### src/rtl/uart_byte_receiver.sv
// uart_byte_receiver: 8N1 UART receiver with 16x oversampling and mid-bit sampling.
// It rejects glitches on the start bit and reports framing errors and overruns.
// Ports:
//   clk       - system clock; all logic runs on the rising edge
//   rst       - synchronous, active-high reset
//   rx        - asynchronous serial line, idle high
//   rd        - consumer strobe; clears valid in the cycle it is seen
//   data      - last received byte; LSB is the first data bit
//   valid     - data holds an unread byte (level)
//   frame_err - one-cycle pulse when the stop bit is sampled low
//   overrun   - sticky; a byte completed while valid was set; cleared by rst only
//   busy      - high whenever the receiver is not idle
module uart_byte_receiver #(
    parameter int unsigned CLK_HZ = 50_000_000,
    parameter int unsigned BAUD   = 9_600
) (
    input  logic       clk,
    input  logic       rst,
    input  logic       rx,
    input  logic       rd,
    output logic [7:0] data,
    output logic       valid,
    output logic       frame_err,
    output logic       overrun,
    output logic       busy
);

    localparam int unsigned OS_RATE   = 16;
    localparam int unsigned DIV       = CLK_HZ / (BAUD * OS_RATE);
    localparam int unsigned TW        = $clog2(DIV);
    localparam logic [TW-1:0] TICK_LAST = TW'(DIV - 1);

    typedef enum logic [2:0] {
        IDLE,
        START,
        DATA,
        STOP,
        BREAK
    } state_t;

    state_t        state, state_n;
    logic          rx_meta, rx_s;
    logic [TW-1:0] tick_cnt;
    logic          tick;
    logic [3:0]    s;
    logic [2:0]    bit_idx;
    logic [7:0]    shift;

    logic clr_tick;
    logic shift_en;
    logic stop_ok;
    logic stop_bad;

    // Two-flop synchronizer; resets to the idle line level.
    always_ff @(posedge clk) begin
        if (rst) begin
            rx_meta <= 1'b1;
            rx_s    <= 1'b1;
        end else begin
            rx_meta <= rx;
            rx_s    <= rx_meta;
        end
    end

    assign tick = (tick_cnt == TICK_LAST);

    // Sample-tick divider; restarted on the start edge so the mid-bit phase is exact.
    always_ff @(posedge clk) begin
        if (rst || clr_tick || tick) begin
            tick_cnt <= '0;
        end else begin
            tick_cnt <= tick_cnt + TW'(1);
        end
    end

    // Sample counter within a bit. At the mid-start sample it restarts at 0, so each
    // later wrap at 15 lands in the middle of a bit.
    always_ff @(posedge clk) begin
        if (rst || state == IDLE) begin
            s <= 4'd0;
        end else if (tick) begin
            if (state == START && s == 4'd7) begin
                s <= 4'd0;
            end else begin
                s <= s + 4'd1;
            end
        end
    end

    // Data bit index and LSB-first shift register.
    always_ff @(posedge clk) begin
        if (rst) begin
            bit_idx <= 3'd0;
            shift   <= 8'h00;
        end else begin
            if (state == START) begin
                bit_idx <= 3'd0;
            end else if (shift_en) begin
                bit_idx <= bit_idx + 3'd1;
            end
            if (shift_en) begin
                shift <= {rx_s, shift[7:1]};
            end
        end
    end

    // State register.
    always_ff @(posedge clk) begin
        if (rst) begin
            state <= IDLE;
        end else begin
            state <= state_n;
        end
    end

    // Next-state and datapath control.
    always_comb begin
        state_n  = state;
        clr_tick = 1'b0;
        shift_en = 1'b0;
        stop_ok  = 1'b0;
        stop_bad = 1'b0;
        case (state)
            IDLE: begin
                if (!rx_s) begin
                    state_n  = START;
                    clr_tick = 1'b1;
                end
            end
            START: begin
                if (tick && s == 4'd7) begin
                    state_n = rx_s ? IDLE : DATA;
                end
            end
            DATA: begin
                if (tick && s == 4'd15) begin
                    shift_en = 1'b1;
                    if (bit_idx == 3'd7) begin
                        state_n = STOP;
                    end
                end
            end
            STOP: begin
                if (tick && s == 4'd15) begin
                    if (rx_s) begin
                        stop_ok = 1'b1;
                        state_n = IDLE;
                    end else begin
                        stop_bad = 1'b1;
                        state_n  = BREAK;
                    end
                end
            end
            BREAK: begin
                if (rx_s) begin
                    state_n = IDLE;
                end
            end
            default: state_n = IDLE;
        endcase
    end

    // Registered outputs. A byte load takes priority over rd in the same cycle.
    always_ff @(posedge clk) begin
        if (rst) begin
            data      <= 8'h00;
            valid     <= 1'b0;
            frame_err <= 1'b0;
            overrun   <= 1'b0;
            busy      <= 1'b0;
        end else begin
            frame_err <= stop_bad;
            busy      <= (state_n != IDLE);
            if (stop_ok) begin
                data  <= shift;
                valid <= 1'b1;
                if (valid && !rd) begin
                    overrun <= 1'b1;
                end
            end else if (rd) begin
                valid <= 1'b0;
            end
        end
    end

endmodule
### config.mk
export PLATFORM = sky130hd
export DESIGN_NAME = uart_byte_receiver
export DESIGN_NICKNAME = d
export VERILOG_FILES = /design/src/rtl/uart_byte_receiver.sv
export SDC_FILE = /design/constraint.sdc
export NUM_CORES = 1
export LEC_CHECK = 0
export CORE_UTILIZATION = 30
export DETAILED_ROUTE_END_ITERATION = 16
export SLEW_MARGIN = 25
export SYNTH_ARGS = -nofsm -noshare
export SYNTH_HDL_FRONTEND = slang
export SYNTH_SLANG_ARGS = --single-unit
### constraint.sdc
create_clock -name clk -period 3.7 [get_ports clk]
set_clock_uncertainty 0.15 [all_clocks]
set_input_delay 0.74 -clock clk [delete_from_list [all_inputs] [get_ports clk]]
set_output_delay 0.74 -clock clk [all_outputs]
set_load 0.03 [all_outputs]
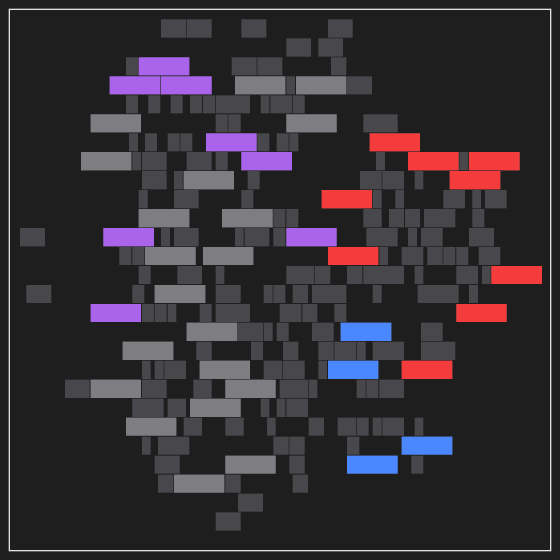
*Where the registers sit*
[tick_cnt] red | sequential cells: 9
[s] blue | sequential cells: 4
[data] purple | sequential cells: 8

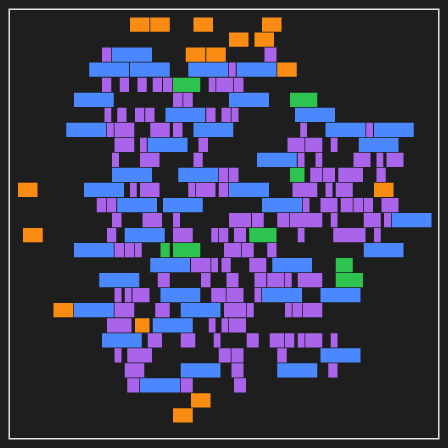
*Cell classes on the final placement*
[flip-flops] blue | cells: 41
[other buffers and delay cells] orange | cells: 16
[clock drivers and dummy loads] green | cells: 8
[all other logic] purple | cells: 134

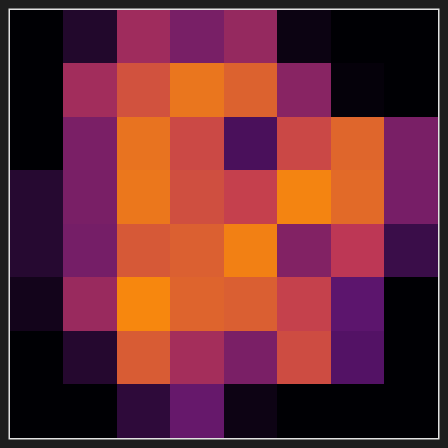
*Placement density heat map*
The die is cut into 8 by 8 equal tiles; black is low, pale yellow is high, 0 to 100% covered.
mean over tiles: 32%
emptiest ninth of the die: lower right
densest ninth of the die: center

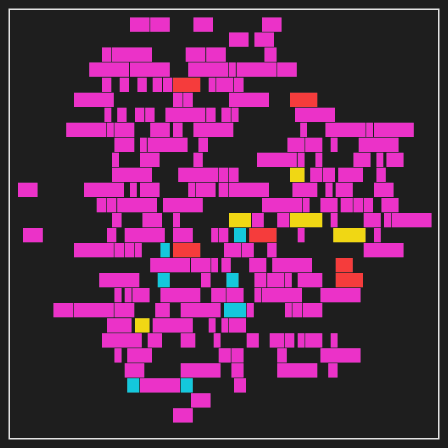
*Cells by drive strength*
[drive 6 and up] red | cells: 6 | most used: clkbuf_8
[drive 1 or less] magenta | cells: 181 | most used: dfxtp_1
[drive 2] cyan | cells: 7 | most used: or2_2
[drive 3 to 4] yellow | cells: 5 | most used: and4bb_4

==> GITHUB_STEP_SUMMARY <==
### Flow metrics

| Metric | Value |
|---|---|
| Post-synthesis xor/xnor area fraction | `0.0462` |
| Initial drt markers | `52` |
| Rel. slew slack | `0.484` |
| Place WS | `1020 ps` |
| CP top delay family | `buffers and inverters` |
| GRT Overall Usage | `0.120` |
| Final worst slack | `1330 ps` |
| Largest stage delay on the critical path | `540 ps` |
| Yosys chip area | `0.00171 mm2` |
| Die X | `77.5 um` |
| Final nets | `207` |
| Synth top cell by count | `dfxtp_1` |
| # Cells Yosys | `182` |
| Post-Layout Cell Count | `271` |
| Vias in the first global route | `1,259` |
| Full die area | `0.00600 mm2` |
| Die height | `77.5 um` |
| Worst-path clk slew | `80 ps` |
| # resized after CTS | `0` |
| Inst Count DP | `263` |
| CTS max path bufs | `2` |
| Post-route design area | `0.00201 mm2` |
| Setup violations, final | `0` |
| Unique cell types | `35` |
| Largest net degree at the start of global routing | `24` |
| Status | `finished, final reports clean` |
| Peak supply drop | `0.121 mV` |
| Post-CTS Hold Buffers | `0` |
| Max Cap Viol | `0` |
| Flip-flops with a built-in enable | `0` |
| Crit Path Max Fanout | `23` |
| Final Core Density | `0.365` |
| Layout overhead on the synthesized area | `17.7%` |
| Synth mux share | `0.0645` |
| Worst EP arrival | `2390 ps` |
| DR vias | `1,293` |
| Synthesized area | `0.00171 mm2` |
| Synth warnings | `0` |
| FF-to-FF Start | `tick_cnt[0]` |
| First-pass GRT wire length | `5.74 mm` |
| Power Total | `0.775 mW` |
| Least-Margin Pin Slew | `772 ps` |
| Post-DRT Antenna Nets | `0` |
| Seq/Total Area, Yosys | `0.481` |
| CP cell instances | `clkdlybuf4s50_1 -> buf_4 -> nor2_1 -> o21a_1 -> o31a_1 -> or4_1` |
| Yosys simple share | `0.236` |
| Fp util | `0.310` |
| Number of core rows | `27` |
| Minimum clock period | `2370 ps` |
layout by cell type, fill, tap and decap left out, types with 2 or more instances in the layout:
cell type        netlist  final
nand4_1                4      4
o31a_1                 2      2
or2_2                  4      4
and3b_1                2      2
dfxtp_1               41     41
xor2_1                 8      8
clkbuf_8               0      5
ha_1                   5      5
nor2_1                26     26
and4_1                 2      2
nand2_1                6      6
o21ai_0               10     10
clkdlybuf4s50_1        0     15
mux2i_1               11     11
nor2b_1                2      2
nand3_1               13     13
and3_1                 3      3
inv_1                  5      5
and4bb_4               2      2
nor3_1                 2      2
a21oi_1               12     12
nand2b_1               2      2
or4_1                  2      2
worst paths after layout:
| path | end | slack [ps] | cells after the start |
|---|---|---|---|
| hold reg to reg | rx_s | 260 | 1 |
| setup reg to reg | busy | 1350 | 6 |
| setup / recovery | busy | 1330 | 6 |
| hold / removal | rx_s | 260 | 1 |
power by group:
| part | switching, mW | internal [mW] |
|---|---|---|
| Clock | 0.161 | 0.134 |
| Sequential | 0.00685 | 0.446 |
| Combinational | 0.0153 | 0.0123 |
routing by layer:
layer,part of all wire,wire [um],GRT usage
met1,0.51,1620,0.151
met2,0.44,1400,0.189
met3,0.030,96,0.0424
met4,0.016,52,0.0453
met5,0,0,0
flip-flops by register name, indices dropped and copies added, names as in the netlist:
name,flops
overrun,1
data,8
tick_cnt,9
bit_idx,3
rx_meta,1
frame_err,1
shift,8
busy,1
s,4
state,3
rx_s,1
valid,1
layout make-up:
class                           instances  area (um2)  area share
Tap cell                               72        90.1      0.0448
Sequential cell                        41         821       0.408
Clock inverter                          3        21.3      0.0106
Clock buffer                            5        68.8      0.0342
Inverter                                5        18.8     0.00933
Timing Repair Buffer                   16         158      0.0784
Multi-Input combinational cell        129         833       0.414
Power and IR drop assume default switching activity.
